Fig. 1: run 1, wire density map
Scale bar: 20 microns. 20 x 20 tiles, from dark blue (low) to red (high), scaled to the fullest tile. Values are wire area over tile area, all layers added.
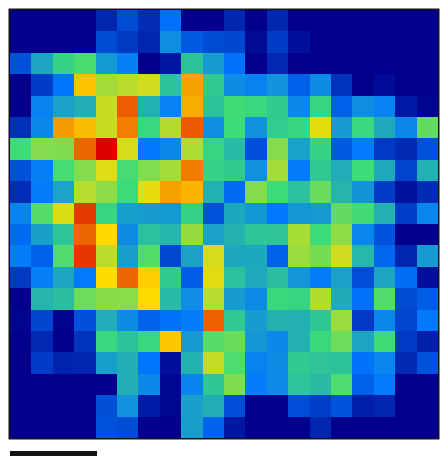
Fig. 2: run 1, routed metal, one color a layer
Scale bar: 20 microns.
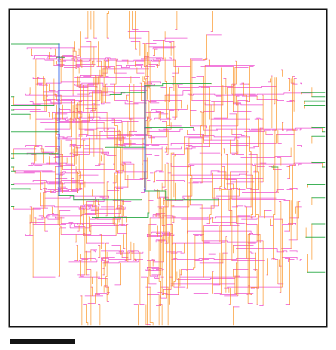
Fig. 3: run 1, congestion heat map
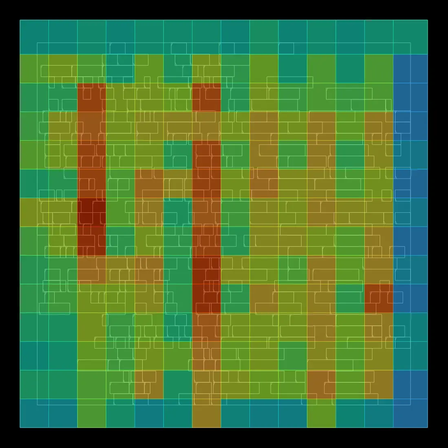
==> config.mk <==
export PLATFORM = sky130hd
export DESIGN_NAME = core_pe_hamming_enc
export DESIGN_NICKNAME = d
export VERILOG_FILES = /design/src/rtl/core_pe_pkg.sv /design/src/rtl/core_pe_fifo.sv /design/src/rtl/core_pe_hamming_enc.sv
export SDC_FILE = /design/constraint.sdc
export NUM_CORES = 1
export LEC_CHECK = 0
export ABC_AREA = 0
export CORE_MARGIN = 4
export CORE_UTILIZATION = 42
export DETAILED_ROUTE_END_ITERATION = 16
export PLACE_DENSITY_LB_ADDON = 0.12
export SYNTH_ARGS = -nofsm -noshare
export SYNTH_HDL_FRONTEND = slang
export SYNTH_SLANG_ARGS = --single-unit
==> constraint.sdc <==
create_clock -name clk -period 2.4 [get_ports clk]
set_input_delay 0.36 -clock clk [delete_from_list [all_inputs] [get_ports clk]]
set_output_delay 0.36 -clock clk [all_outputs]
set_load 0.005 [all_outputs]
==> results.py, run 1 <==
# Flow results
metrics = {
    "finish": {
        "clkbuf_count": 11,
        "comb_share_pct": 34.09,
        "buffers": 68,
        "layout_top_cells": "clkdlybuf4s50_1 (45), edfxtp_1 (44), dfxtp_1 (24)",
    },
    "clock_tree": {
        "cts_buffers": 9,
        "clockBufferDepth": 2,
    },
    "logic_synthesis": {
        "syn_inst": 265,
        "async_reset_ff_share_pct": 0,
        "top_logic_kind": "simple AND/OR/NAND/NOR gates",
        "flop_cell": "edfxtp_1",
        "ys_sh_simple_pct": 15.10,
    },
    "grt": {
        "grtUsageMet2_pct": 23.35,
        "grt_first_pass_wirelength_microns": 10720,
    },
    "power": {
        "power_frac_seq_pct": 44.3,
        "swShare_pct": 26.08,
    },
    "placed_design": {
        "gp_congestion": 0.7395,
    },
    "sta": {
        "hold_viol_final": 0,
        "relSlewSlack_pct": 67.10,
        "fin_tns_setup_ns": 0,
        "fmax_mhz": 436.0,
    },
    "worst_setup_path": {
        "critPathRequiredTime_ns": 2.04,
    },
    "flow_run": {
        "cap_viol_max_count": 0,
    },
    "die": {
        "dieArea_sq_mm": 0.009594,
    },
    "status": {
        "status": "complete, no violations",
    },
    "drt": {
        "vias_per_cell": 5.050,
        "drt_first_iter_violations": 71,
    },
}
Back to the opening pictures, Fig. 1:
20% of the tiles are over half the peak. 20% of the tiles are nearly empty. The emptiest ninth of the die: top right. The mean over all tiles is 0.11. The fullest tile reaches 0.34.
DR vias: 2232
gr usage total: 14.06%
DR WL/cell: 14.70 microns

Back to the opening pictures, Fig. 2:
Orange marks metal 2, wire length 3230 microns. Blue marks metal 4, wire length 79.6 microns. Green marks metal 3, wire length 270 microns. Magenta marks metal 1, wire length 2920 microns.
WL final: 6496 microns

Back to the opening pictures, Fig. 3:
Final Util: 56.84%
met3 Resource Use GR: 4.643%
GR peak layer: met2

Fig. 4: run 1, cells colored by class
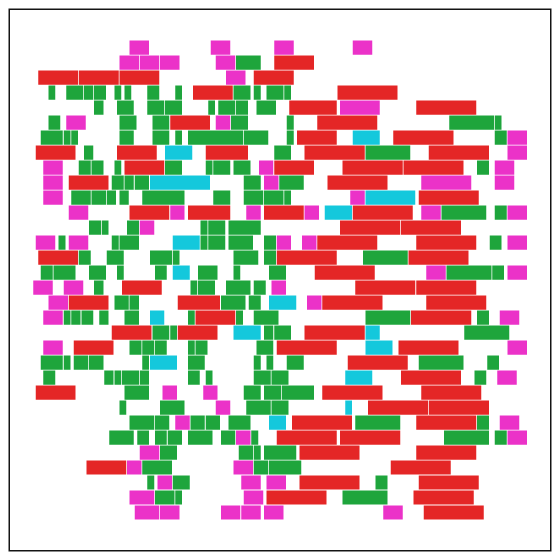

==> run 2, diff against run 1 <==
--- a/config.mk
+++ b/config.mk
@@ -6,6 +6,7 @@
 export NUM_CORES = 1
 export LEC_CHECK = 0
 export ABC_AREA = 0
+export CORE_ASPECT_RATIO = 0.9
 export CORE_MARGIN = 4
 export CORE_UTILIZATION = 42
 export DETAILED_ROUTE_END_ITERATION = 16
Fig. 5: run 2, cells colored by class
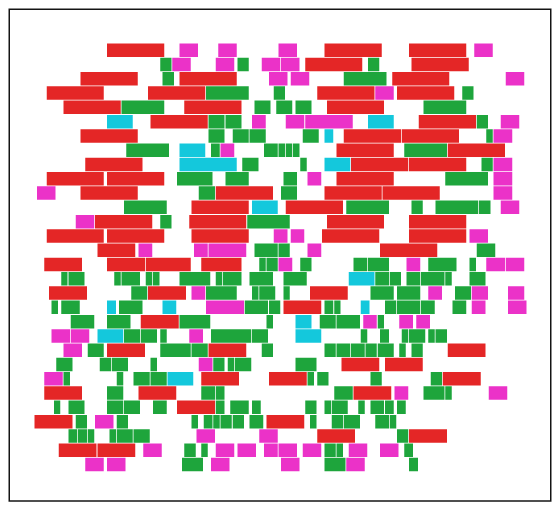
Cyan marks clock drivers and dummy loads, cells 15, share of their area 4.3%. Green marks combinational and other logic, cells 184, share of their area 36%. Magenta marks other buffers and delay cells, cells 70, share of their area 16%. Red marks flops, cells 72, share of their area 44%.
sequential cell area share: 42.84%
core area: 0.007695 sq mm

Fig. 6: run 2, routed metal, one color a layer
Scale bar: 20 microns.
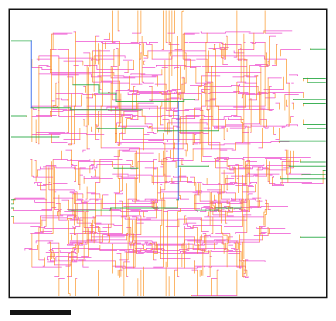
Magenta marks metal 1, wire length 3280 microns. Orange marks metal 2, wire length 3020 microns. Green marks metal 3, wire length 331 microns. Blue marks metal 4, wire length 53.7 microns.
DR vias: 2250
WL final: 6678 microns
DR WL/cell: 15.28 microns

==> run 2 against run 1 <==
Critical path depth did not move. First-iteration DRC count increased by 2.8%. Die area is essentially flat. Via count is 0.81% higher. Sequential power about the same. Fmax fell by 0.35%. Worst setup slack worse by 0.0081 ns. Critical endpoint is now out_pkt[2]. Highest routed layer unchanged.
==> results.py, run 2 <==
# Flow results
metrics = {
    "finish": {
        "drive_gt1_share_pct": 19.35,
        "comb_share_pct": 34.03,
        "layout_top_cells": "clkdlybuf4s50_1 (45), edfxtp_1 (44), dfxtp_1 (26)",
        "clkbuf_count": 9,
        "n_antenna_cell": 0,
    },
    "logic_synthesis": {
        "async_reset_ff_share_pct": 0,
        "yosys_area_sq_mm": 0.003398,
        "top_logic_kind": "simple AND/OR/NAND/NOR gates",
        "ys.flops": 72,
        "ys_sh_simple_pct": 15.10,
        "flop_cell": "edfxtp_1",
        "syn_inst": 265,
    },
    "grt": {
        "grt_use_total_pct": 14.69,
        "grt.busiest_layer": "met2",
        "grtUsageMet3_pct": 4.773,
        "grt_first_pass_wirelength_microns": 10780,
        "grtUsageMet2_pct": 21.94,
    },
    "clock_tree": {
        "clock_latency_ns": 0.34,
        "htreeDepth": 3,
        "cts_buffers": 9,
    },
    "sta": {
        "fmax_mhz": 434.4,
        "hold_viol_final": 0,
        "fin_tns_setup_ns": 0,
        "slew_viol_final": 0,
        "relSlewSlack_pct": 63.10,
    },
    "drt": {
        "route.met3.wl_microns": 330,
        "drt_first_iter_violations": 73,
        "vias_per_cell": 5.149,
    },
    "worst_setup_path": {
        "reg2reg_slack_ns": 0.41,
    },
    "die": {
        "fp-row-count": 30,
        "io_pins": 48,
        "dieArea_sq_mm": 0.009596,
    },
    "power": {
        "combPwrFrac_pct": 26.5,
        "p_clk_mw": 0.899,
        "swShare_pct": 26.11,
        "p_sw_mw": 0.8234,
        "power_frac_seq_pct": 45.0,
        "p_int_mw": 2.331,
    },
    "flow_run": {
        "cap_viol_max_count": 0,
    },
    "status": {
        "status": "complete, no violations",
    },
}
Fig. 7: run 2, where the registers sit
Scale bar: 20 microns.
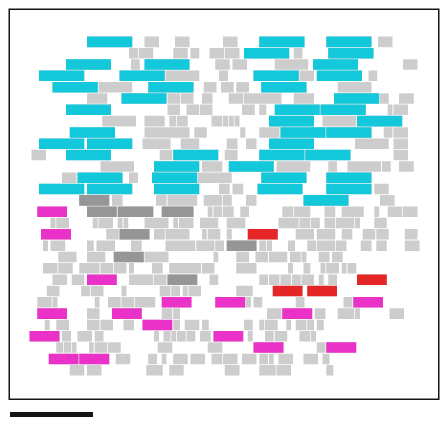
Red marks inj_cnt, flops 4. Magenta marks pkt_count, flops 16. Cyan marks u_fifo.mem, flops 44.
Another 8 sequential cells are not colored.
Reg area: 0.001887 sq mm
Seq. pwr: 1.42 mW
Final Util: 57.24%

Power and IR drop assume default switching activity.
